<file path="config.mk">
export PLATFORM = sky130hd
export DESIGN_NAME = melody_sequencer
export DESIGN_NICKNAME = d
export VERILOG_FILES = /design/src/rtl/melody_sequencer.sv
export SDC_FILE = /design/constraint.sdc
export NUM_CORES = 1
export LEC_CHECK = 0
export CAP_MARGIN = 0
export CORE_ASPECT_RATIO = 1.25
export CORE_MARGIN = 2
export CORE_UTILIZATION = 55
export CTS_BUF_LIST = sky130_fd_sc_hd__clkbuf_8
export DETAILED_ROUTE_END_ITERATION = 8
export PLACE_DENSITY = 0.86
export SYNTH_ARGS = -nofsm -noshare
export SYNTH_HDL_FRONTEND = slang
export SYNTH_SLANG_ARGS = --single-unit
export TNS_END_PERCENT = 100
</file>
<file path="constraint.sdc">
create_clock -name clk -period 2.49 [get_ports clk]
set_clock_uncertainty 0.15 [all_clocks]
set_input_delay 0.498 -clock clk [delete_from_list [all_inputs] [get_ports clk]]
set_output_delay 0.498 -clock clk [all_outputs]
set_load 0.03 [all_outputs]
</file>
<file path="src/rtl/melody_sequencer.sv">
// ---------------------------------------------------------------------------
// melody_sequencer
//
// Steps through an external note ROM (one byte per note: [7:4] tone,
// [3:0] duration in beats) and drives the tone index for the tone
// decoder.
//
// A duration of 0 is the end marker. Tones 12..15 are rests: they are
// timed like notes, but sound_en stays low.
//
// Optional build macro:
//   NOTE_GAP_EN - inserts a silent GAP state of GAP_CLKS cycles after
//                 every completed note, except the one that ends the ROM.
//
// Ports:
//   clk          system clock
//   reset        synchronous, active-high reset
//   start        begins playback when sampled in IDLE (ignored if stop is high)
//   stop         aborts playback from any busy state and returns to IDLE
//   note_addr    ROM address
//   note_data    ROM word, read combinationally from note_addr
//   tone         latched tone index (0..11 = do..si)
//   sound_en     high while a tonal note is playing
//   busy         high in every state except IDLE
//   done         one-cycle pulse on normal completion
//   dbg_state_o  current FSM state encoding
//                (IDLE=0, FETCH=1, PLAY=2, GAP=3, DONE=4)
// ---------------------------------------------------------------------------
module melody_sequencer #(
    parameter int CLKS_PER_BEAT = 12500000,
    parameter int ADDR_W        = 5,
    parameter int GAP_CLKS      = 1250000
) (
    input  logic              clk,
    input  logic              reset,
    input  logic              start,
    input  logic              stop,
    output logic [ADDR_W-1:0] note_addr,
    input  logic [7:0]        note_data,
    output logic [3:0]        tone,
    output logic              sound_en,
    output logic              busy,
    output logic              done,
    output logic [2:0]        dbg_state_o
);

    if (CLKS_PER_BEAT < 2) begin : g_bad_beat
        $error("CLKS_PER_BEAT must be at least 2");
    end
    if (GAP_CLKS < 1) begin : g_bad_gap
        $error("GAP_CLKS must be at least 1");
    end

    localparam int BEAT_W = $clog2(CLKS_PER_BEAT);
    localparam logic [BEAT_W-1:0] BEAT_LAST = BEAT_W'(CLKS_PER_BEAT - 1);

    typedef enum logic [2:0] {
        S_IDLE  = 3'd0,
        S_FETCH = 3'd1,
        S_PLAY  = 3'd2,
`ifdef NOTE_GAP_EN
        S_GAP   = 3'd3,
`endif
        S_DONE  = 3'd4
    } state_e;

    state_e              state_q, state_d;
    logic [ADDR_W-1:0]   addr_q, addr_d;
    logic [3:0]          tone_q, tone_d;
    logic [BEAT_W-1:0]   beat_q, beat_d;
    logic [3:0]          left_q, left_d;

`ifdef NOTE_GAP_EN
    localparam int GAP_W = (GAP_CLKS > 1) ? $clog2(GAP_CLKS) : 1;
    localparam logic [GAP_W-1:0] GAP_LAST = GAP_W'(GAP_CLKS - 1);
    logic [GAP_W-1:0]    gap_q, gap_d;
`endif

    always_comb begin
        state_d = state_q;
        addr_d  = addr_q;
        tone_d  = tone_q;
        beat_d  = beat_q;
        left_d  = left_q;
`ifdef NOTE_GAP_EN
        gap_d   = gap_q;
`endif
        case (state_q)
            S_IDLE: begin
                if (start && !stop) begin
                    state_d = S_FETCH;
                end
            end
            S_FETCH: begin
                if (note_data[3:0] == 4'd0) begin
                    state_d = S_DONE;
                end else begin
                    tone_d  = note_data[7:4];
                    left_d  = note_data[3:0];
                    beat_d  = '0;
                    state_d = S_PLAY;
                end
            end
            S_PLAY: begin
                if (beat_q == BEAT_LAST) begin
                    beat_d = '0;
                    if (left_q == 4'd1) begin
                        // The last ROM entry ends the melody; the address
                        // must not wrap back to the first note.
                        if (addr_q == {ADDR_W{1'b1}}) begin
                            state_d = S_DONE;
                        end else begin
                            addr_d = addr_q + ADDR_W'(1);
`ifdef NOTE_GAP_EN
                            gap_d   = '0;
                            state_d = S_GAP;
`else
                            state_d = S_FETCH;
`endif
                        end
                    end else begin
                        left_d = left_q - 4'd1;
                    end
                end else begin
                    beat_d = beat_q + BEAT_W'(1);
                end
            end
`ifdef NOTE_GAP_EN
            S_GAP: begin
                if (gap_q == GAP_LAST) begin
                    state_d = S_FETCH;
                end else begin
                    gap_d = gap_q + GAP_W'(1);
                end
            end
`endif
            S_DONE: begin
                state_d = S_IDLE;
            end
            default: begin
                state_d = S_IDLE;
            end
        endcase

        // stop overrides the normal flow; the done pulse of a DONE cycle is
        // already visible, so only the next state is affected.
        if (stop && state_q != S_IDLE) begin
            state_d = S_IDLE;
        end
        // Every return to IDLE rewinds the melody to its first note.
        if (state_d == S_IDLE) begin
            addr_d = '0;
        end
    end

    always_ff @(posedge clk) begin
        if (reset) begin
            state_q <= S_IDLE;
            addr_q  <= '0;
            tone_q  <= '0;
            beat_q  <= '0;
            left_q  <= '0;
`ifdef NOTE_GAP_EN
            gap_q   <= '0;
`endif
        end else begin
            state_q <= state_d;
            addr_q  <= addr_d;
            tone_q  <= tone_d;
            beat_q  <= beat_d;
            left_q  <= left_d;
`ifdef NOTE_GAP_EN
            gap_q   <= gap_d;
`endif
        end
    end

    assign note_addr   = addr_q;
    assign tone        = tone_q;
    assign sound_en    = (state_q == S_PLAY) && (tone_q < 4'd12);
    assign busy        = (state_q != S_IDLE);
    assign done        = (state_q == S_DONE);
    assign dbg_state_o = state_q;

endmodule

</file>
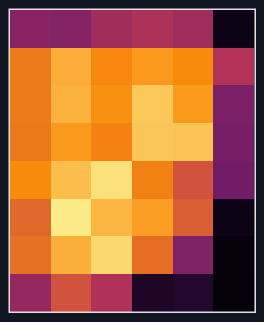
Fig. 1. Cell area per tile (run 1).
Scale: 4 px per micron. 6 x 8 tiles, from black (low) to pale yellow (high), 0 to 100% covered.
emptiest ninth of the die: south-east
mean over tiles: 58%
fullest tile: 96%

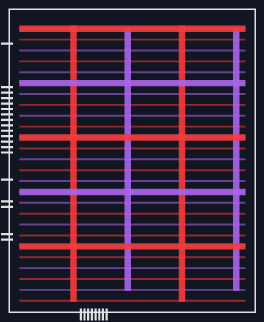
Fig. 2. PDN straps and rails (run 1).
Scale: 4 px per micron. Pins as bars on the die edge.
legend:
  VDD:
    colour: purple
  VSS:
    colour: red
signal pins: 27
met1 rails: 26

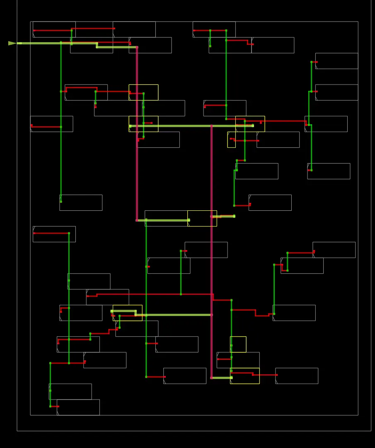
Fig. 3. Clock routing (run 1).
worst skew pair latency: 0.30 ns
Clock group: 460 uW
seq_cells: 40
clkbuf count: 6
TritonCTS Buffers: 5

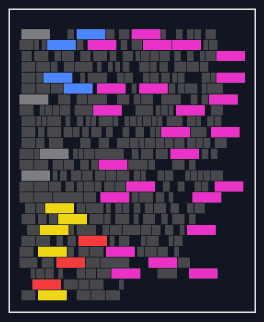
Fig. 4. Where the registers sit (run 1).
Scale: 4 px per micron. Other sequential cells in the stronger grey, the rest of the logic in the fainter grey.
legend:
  left_q:
    colour: blue
    flops: 4
    where: north-west
  note_addr:
    colour: yellow
    flops: 5
    where: south-west
  beat_q:
    colour: magenta
    flops: 24
  dbg_state_o:
    colour: red
    flops: 3
not coloured: 4

==> CHANGELOG.md, run 1 <==
### Physical design

- Final hold vios: 0
- Worst Setup EP: sound_en
- Number of synthesized flops with an enable pin: 0
- Crit-path slowest cell: or3b_2
- HP Start: left_q[3]
- DIE WIDTH: 61.1 microns
- # IOs: 27
- Max-area cell share: 0.357
- Ant diodes: 0
- Number of non-clock buffers: 42
- Commonest flop: dfxtp_1
- Crit. Startpoint: dbg_state_o[1]
- P&R area growth vs syn: 22.6%
- Final wirelength: 5.57 mm
- Pin count of the biggest net entering global routing: 36
- Vias in the first global route: 2088
- Synth Seq Share: 0.357
- Fraction of the mapped netlist area in simple logic gates: 0.312
- Flop share of the area: 0.291
- Largest class: combinational gates
- Via Count: 2270
- Final setup vio count: 0
- First-pass GRT wire length: 9.27 mm
- Final hold slack: 0.345 ns
- Chip Area, Yosys: 2240 sq um
- Leak: 0.926 nW
- XOR/XNOR share of the synthesized area: 0.00781
- Clock Path Buffers: 2
- Cts repair resizes: 0
- Number of non-clock inverters in the layout: 12
- # Taps: 54
- Post-synth top cells: 40 x dfxtp_1, 21 x nand2_1, 20 x nand3_1, 17 x a21oi_1, 16 x nor2_1
- Routed Antenna Nets: 0
- Crit path cell chain: or3b_2 -> a21oi_1 -> buf_4
- Count leader, synth: dfxtp_1
- Max Fanout on Critical Path: 12
- DR vias/cell: 6.24
- H-tree depth reported by CTS: 2
- Iter 0 DRT Violations: 129
- Cell family with most CP delay: simple AND/OR/NAND/NOR gates
- MUX area fraction: 0.0312
- Synth flops: 40
- CTS tree: yes
- Fin crit period: 2.36 ns
- Cell taking the most area after synthesis: dfxtp_1
- Total Power: 1.29 mW
- Fmax achieved: 423 MHz
- Cell Type Count: 51
- Clock transition at path regs: 0.08 ns
- Final max-slew violation count: 0
- Die footprint: 4610 sq um
- ClkCell Share: 0.0341
- R2r worst-path depth: 5
- Log Warnings: 27
- Slew headroom: 0.661
- Final worst-path cycle share: 0.949
- Hold path depth: 2
- Die height: 75.4 microns
- Core Area: 3850 sq um
- Fillers: 304
- Final WS setup: 0.127 ns
- # clock sinks: 40
- Synth Instances: 274
- Total GRT Usage: 0.262
- Final nets: 326
- Post-synth ARST share: 0
- Startpoint Class: flop
- Wirelength per Cell: 15.3 microns
- IO Port Bufs: 26
- RR Startpoint: beat_q[17]
- Synthesis Warnings: 0
- Placer's final routability congestion estimate: 0.850
- R2R Setup Slk: 0.18 ns
- Register Area: 801 sq um
- Worst Hold End: left_q[3]
- GRT overflow: 0
- Status: finished clean
-- run 1: metal layers --
layer	vias to the layer above	wire (microns)	global-route usage
met4	0	114	0.106
met3	12	318	0.0611
met2	82	2830	0.456
met5	-	0	0
li1	1125	-	-
met1	1051	2300	0.304
-- run 1: stage by stage --
step           instances  area (sq um)   util
3_5_place_dp         355          2650  0.689
3_3_place_gp         355          2650  0.689
4_1_cts              363          2740  0.713
5_1_grt              364          2750  0.715
2_1_floorplan        274          2240      -
6_report             364          2750  0.715
-- run 1: cells in the final DEF (no fill, tap or decap), drive strengths merged, types with 11 or more instances in the layout --
master	instances
dfxtp	40
nor2	16
clkdlybuf4s50	25
o21ai	13
nand3	20
nand4	12
inv	12
a21oi	17
a31oi	11
buf	17
nor3	15
nand2	21
-- run 1: power by group --
part           switching, mW  internal, mW  total [mW]  leakage, nW
clock                  0.239         0.221       0.460       0.0486
combinational         0.0961        0.0731       0.169        0.555
sequential           0.00986         0.649       0.659        0.323
-- run 1: worst min-delay path: stages, from the launching register on --
cell and delay [ns]:
dfxtp_1 0.33, o31ai_1 0.07, a21oi_1 0.06
-- run 1: kinds of logic after synthesis --
| logic type | after synthesis |
|---|---|
| flip-flops | 40 |
| adder cells (fa/ha/maj) | 6 |
| AND/OR/NAND/NOR | 122 |
| multiplexers | 7 |
| buffers and inverters | 26 |
| AND-OR/OR-AND | 71 |
| XOR/XNOR | 2 |
-- run 1: repair_timing --
item                       4_1_cts  5_1_grt
setup endpoints to repair        0        9
hold buffers                     0        0
buffers inserted                 0        1
-- run 1: sequential cells by signal, indices dropped and copies added, names as in the netlist --
signal,count
note_addr,5
beat_q,24
left_q,4
dbg_state_o,3
tone,4
Fig. 5: run 1, met2 routing
Scale: 4 px per micron.
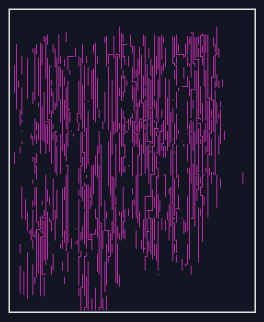

==> inputs of run 2 (changes only) <==
--- a/config.mk
+++ b/config.mk
@@ -5,13 +5,14 @@
 export SDC_FILE = /design/constraint.sdc
 export NUM_CORES = 1
 export LEC_CHECK = 0
+export ABC_AREA = 1
 export CAP_MARGIN = 0
 export CORE_ASPECT_RATIO = 1.25
 export CORE_MARGIN = 2
 export CORE_UTILIZATION = 55
 export CTS_BUF_LIST = sky130_fd_sc_hd__clkbuf_8
 export DETAILED_ROUTE_END_ITERATION = 8
-export PLACE_DENSITY = 0.86
+export PLACE_DENSITY = 0.85
 export SYNTH_ARGS = -nofsm -noshare
 export SYNTH_HDL_FRONTEND = slang
 export SYNTH_SLANG_ARGS = --single-unit
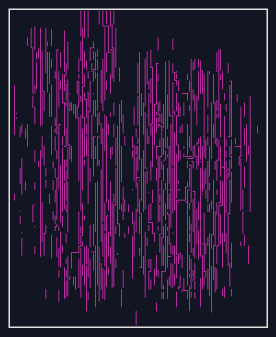
Fig. 6. Met2 routing (run 2).
Scale: 4 px per micron.
main direction: vertical
wire length on this layer: 3210 microns
longest straight run: 31.3 microns
nets with wire on the layer: 347

==> CHANGELOG.md, run 2 <==
### Physical design

- Post CTS Setup Buffer Count: 0 (unchanged)
- Synth flops: 40 (unchanged)
- Hold path depth: 2 (unchanged)
- Max Fanout on Critical Path: 5 (-7)
- DIE WIDTH: 64.1 microns (+4.9%)
- Fillers: 411 (+35%)
- Clock transition at path regs: 0.07 ns (about the same)
- Clock power share: 0.363 (+0.006)
- Cell Type Count: 38 (-25%)
- Fin crit period: 2.34 ns (-0.0191 ns)
- Combinational cell power: 168 uW (about the same)
- Slew headroom: 0.747 (+0.0859)
- Total GRT Usage: 0.260 (-0.00227)
- Worst skew pair latency: 0.30 ns (about the same)
- Iter 0 DRT Violations: 216 (+67%)
- Final max-slew violation count: 0 (unchanged)
- Max-area cell share: 0.322 (-0.0347)
- Hold-fix buffers at CTS: 0 (unchanged)
- Largest reg by FF count: beat_q
- Startpoint Class: flop
- Cell taking the most area after synthesis: dfxtp_1
- Wirelength per Cell: 12.9 microns (-16%)
- Routed Antenna Nets: 0 (unchanged)
- Placer's final routability congestion estimate: 1.01 (+19%)
- P&R area growth vs syn: 17.4%
- Via Count: 2520 (+11%)
- R2r worst-path depth: 12 (+7)
- # clock sinks: 40 (unchanged)
- DR vias/cell: 5.31 (-15%)
- Seq pwr: 663 uW (+0.6%)
- H-tree depth reported by CTS: 2 (unchanged)
- Ant diodes: 0 (unchanged)
- Sw Ratio: 0.260 (-0.00737)
- Cts repair resizes: 0 (unchanged)
- Crit-path slowest cell: clkdlybuf4s50_1
- Final worst-path cycle share: 0.941 (-0.00766)
- Count leader, synth: nand2_1
- Final setup vio count: 0 (unchanged)
- GRT overflow: 0 (unchanged)
- Pin count of the biggest net entering global routing: 19 (-47%)
- Worst endpoint required time: 1.84 ns
- RR Startpoint: beat_q[0]
- Commonest cells after routing, fill and taps aside: 101 x nand2_1, 49 x inv_1, 47 x nor2_1, 40 x dfxtp_1, 30 x a21oi_1
- Die footprint: 5080 sq um (+10%)
- Fmax achieved: 427 MHz (+0.81%)
- CTS tree: yes
- TritonCTS Buffers: 5 (unchanged)
- Post-synth top cells: 101 x nand2_1, 49 x inv_1, 47 x nor2_1, 40 x dfxtp_1, 30 x a21oi_1
- # IOs: 27 (unchanged)
- Top logic family: simple AND/OR/NAND/NOR gates
- Max reg flops: 24 (unchanged)
- Non-Filler Instances: 475 (+30%)
- Post-synth ARST share: 0 (unchanged)
- Number of synthesized flops with an enable pin: 0 (unchanged)
- Commonest flop: dfxtp_1
- Placed cells: 468 (+32%)
- Log Warnings: 27 (unchanged)
- Chip Area, Yosys: 2480 sq um (+11%)
- Final nets: 434 (+33%)
- Pint: 965 uW (+2.3%)
- Synthesis Warnings: 0 (unchanged)
- Cell family with most CP delay: buffers and inverters
- R2R Setup Slk: 0.52 ns (+0.34 ns)
- Register Area: 801 sq um (unchanged)
- Final wirelength: 6.11 mm (+9.7%)
- Clock Path Buffers: 2 (unchanged)
- P_sw: 340 uW (-1.5%)
- Vias in the first global route: 2377 (+14%)
- Worst Hold End: tone[0]
- First-pass GRT wire length: 10.4 mm (+12%)
- HP Start: tone[0]
- Comb pwr share: 0.129 (-0.002)
- Synth Instances: 386 (+41%)
- Status: finished clean
- IO Port Bufs: 26 (unchanged)
- Flop pwr share: 0.508 (-0.003)
- Die height: 79.2 microns (+5.0%)
- Leak: 1.22 nW (+32%)
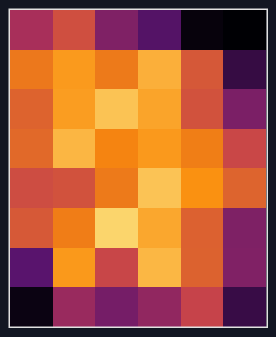
Fig. 7. Cell area per tile (run 2).
Scale: 4 px per micron. 6 x 8 tiles, from black (low) to pale yellow (high), 0 to 100% covered.
Core Area: 4390 sq um
Initial Util: 0.566
Final Core Density: 0.664

[run 2: per-layer routing]
metal  vias up  share of wire  global-route usage
met5         -              0                   0
met4         0          0.023               0.111
met3        13          0.044              0.0382
met2        69           0.53               0.489
met1      1142           0.41               0.286
li1       1296              -                   -
[run 2: metrics by stage]
| stage | cell area, sq um | power [mW] | hold WS (ns) | worst slack, ns |
|---|---|---|---|---|
| after detailed placement | 2820 | 0.845 | 0.345 | 0.216 |
| after global placement | 2820 | 0.840 | 0.340 | 0.290 |
| after CTS | 2920 | 1.31 | 0.355 | 0.135 |
| after global routing | 2920 | 1.35 | 0.380 | 0.0700 |
| final | 2920 | 1.30 | 0.351 | 0.146 |
| after floorplan | 2480 | 0.780 | 0.312 | 0.563 |
[run 2: logic make-up (layout without fill, tap and decap cells)]
family / count (synthesis) / in the layout
fa+ha+maj: 5 / 5
xor+xnor: 6 / 6
flops: 40 / 40
buf+inv: 63 / 94
simple gates: 209 / 209
compound gates: 63 / 63
[run 2: cell type report]
cell class | instances | area share
Clock buffer | 7 | 0.0330
Inverter | 55 | 0.0712
Timing Repair Buffer | 32 | 0.105
Sequential cell | 40 | 0.274
Tap cell | 58 | 0.0249
Multi-Input combinational cell | 283 | 0.492
[run 2: worst max-delay path by stage]
| stage | startpoint | to |
|---|---|---|
| floorplan | dbg_state_o[1] | sound_en |
| global placement | note_data[2] | beat_q[15] |
| detailed placement | note_data[2] | beat_q[15] |
| CTS | dbg_state_o[1] | sound_en |
| global route | dbg_state_o[1] | busy |
| finish | dbg_state_o[1] | sound_en |
Fig. 8: run 2, clock routing
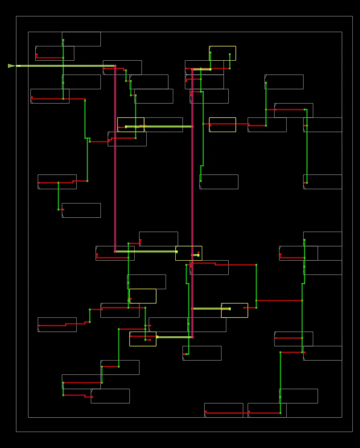

==> inputs of run 3 (changes only) <==
--- a/config.mk
+++ b/config.mk
@@ -5,14 +5,15 @@
 export SDC_FILE = /design/constraint.sdc
 export NUM_CORES = 1
 export LEC_CHECK = 0
-export ABC_AREA = 1
+export ABC_AREA = 0
 export CAP_MARGIN = 0
 export CORE_ASPECT_RATIO = 1.25
 export CORE_MARGIN = 2
 export CORE_UTILIZATION = 55
-export CTS_BUF_LIST = sky130_fd_sc_hd__clkbuf_8
+export CTS_BUF_LIST = sky130_fd_sc_hd__clkbuf_2
 export DETAILED_ROUTE_END_ITERATION = 8
-export PLACE_DENSITY = 0.85
+export PLACE_DENSITY = 0.86
+export SLEW_MARGIN = 0
 export SYNTH_ARGS = -nofsm -noshare
 export SYNTH_HDL_FRONTEND = slang
 export SYNTH_SLANG_ARGS = --single-unit
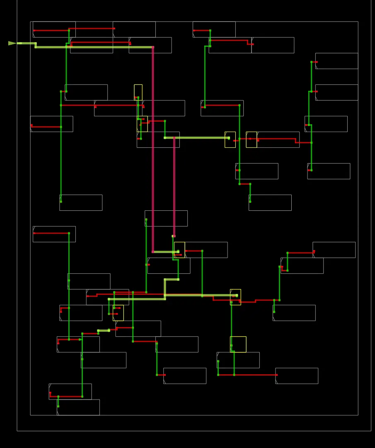
Fig. 9. Clock routing (run 3).
# clock sinks: 40
worst skew pair latency: 0.40 ns
Clock group: 292 uW

==> CHANGELOG.md, run 3 <==
### Physical design

- Final wirelength: 5.46 mm (-11%)
- IO Port Bufs: 26 (unchanged)
- GRT overflow: 0 (unchanged)
- Log Warnings: 27 (unchanged)
- Post-synth ARST share: 0 (unchanged)
- Wirelength per Cell: 15.0 microns (+17%)
- Die footprint: 4610 sq um (-9.2%)
- Fin crit period: 2.42 ns (+0.0726 ns)
- Number of synthesized flops with an enable pin: 0 (unchanged)
- Register Area: 803 sq um (+0.31%)
- Synth Instances: 274 (-29%)
- Ant diodes: 0 (unchanged)
- Max reg flops: 24 (unchanged)
- Final max-slew violation count: 0 (unchanged)
- Leak: 0.923 nW (-24%)
- Buffer share of cell area: 0.150 (+0.0452)
- Clock Path Buffers: 2 (unchanged)
- Commonest flop: dfxtp_1
- DIE WIDTH: 61.1 microns (-4.7%)
- TritonCTS Buffers: 5 (unchanged)
- Vias in the first global route: 2078 (-13%)
- Synthesis Warnings: 0 (unchanged)
- Initial Util: 0.583 (+0.0173)
- Status: finished clean
- Count leader, synth: dfxtp_1
- Comb gates: 208 (-27%)
- CTS tree: yes
- Final setup vio count: 0 (unchanged)
- Total GRT Usage: 0.255 (-0.00465)
- Seq_cells: 40 (unchanged)
- Design area: 2710 sq um (-7.2%)
- DR vias/cell: 6.29 (+18%)
- H-tree depth reported by CTS: 2 (unchanged)
- Cell Type Count: 51 (+34%)
- Fmax achieved: 414 MHz (-3.0%)
- Max-area cell share: 0.357 (+0.0347)
- Largest class: combinational gates
- Area after DPL: 2650 sq um (-6.1%)
- First-pass GRT wire length: 9.08 mm (-12%)
- Clkbuf count: 6 (-1)
- # Taps: 54 (-6.9%)
- Cell taking the most area after synthesis: dfxtp_1
- Largest reg by FF count: beat_q
- Slew headroom: 0.656 (-0.0902)
- Placed cells: 355 (-24%)
- Startpoint Class: flop
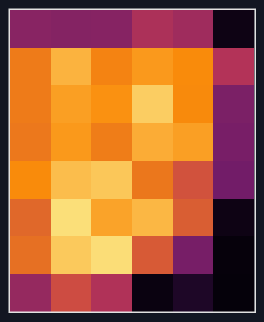
Fig. 10. Cell area per tile (run 3).
Scale: 4 px per micron. 6 x 8 tiles, from black (low) to pale yellow (high), 0 to 100% covered.
emptiest ninth of the die: south-east
fullest tile: 93%
tiles over 75% full: 31%

[run 3: cell count changes after synthesis, moves of 7 or more]
cell	delta
a21oi_1	-13
a311oi_1	+9
a31oi_1	+10
clkbuf_1	+8
inv_1	-38
mux2i_1	+7
nand2_1	-80
nor2_1	-31
nor3_1	+14
nor3b_1	+7
o21ai_0	-10
[run 3: what timing repair did]
item / in CTS / in global routing
gates resized: 1 / 3
buffers inserted: 0 / 1
pin swaps: 0 / 1
hold buffers: 0 / 0
endpoints found under the setup margin: 2 / 14
[run 3: path summary, 6_finish.rpt]
kind	start	endpoint	slack, ns	depth (start not counted)
max	dbg_state_o[2]	done	0.07	2
min	left_q[3]	left_q[3]	0.36	2
min reg2reg	left_q[3]	left_q[3]	0.36	2
max reg2reg	beat_q[1]	beat_q[19]	0.17	8
[run 3: kinds of logic after synthesis]
family | share of synthesized area
simple gates | 0.312
compound gates | 0.214
flops | 0.357
buf+inv | 0.0452
mux | 0.0312
fa+ha+maj | 0.0323
xor+xnor | 0.00781
[run 3: per-layer routing]
metal,vias to the layer above,GRT usage
met3,10,0.0509
met2,71,0.447
met1,1082,0.298
met4,0,0.106
met5,-,0
li1,1125,-
[run 3: worst max-delay path: stages (launching register included)]
cell,delay (ns)
dfxtp_2,0.45
nor3b_1,0.22
clkdlybuf4s50_1,0.70
[run 3: where the power goes]
group | internal (mW) | leakage [nW] | switching (mW)
clock network | 0.0701 | 0.0266 | 0.221
registers | 0.652 | 0.324 | 0.0101
logic | 0.0734 | 0.573 | 0.0959
[run 3: metrics by stage]
stage	setup TNS [ns]	hold WS, ns
floorplan	0	0.298
global placement	-0.351	0.324
detailed placement	-0.691	0.339
CTS	0	0.362
global route	-0.0291	0.392
finish	0	0.359
Power figures rest on the tool's default switching activity, not on a simulated workload.
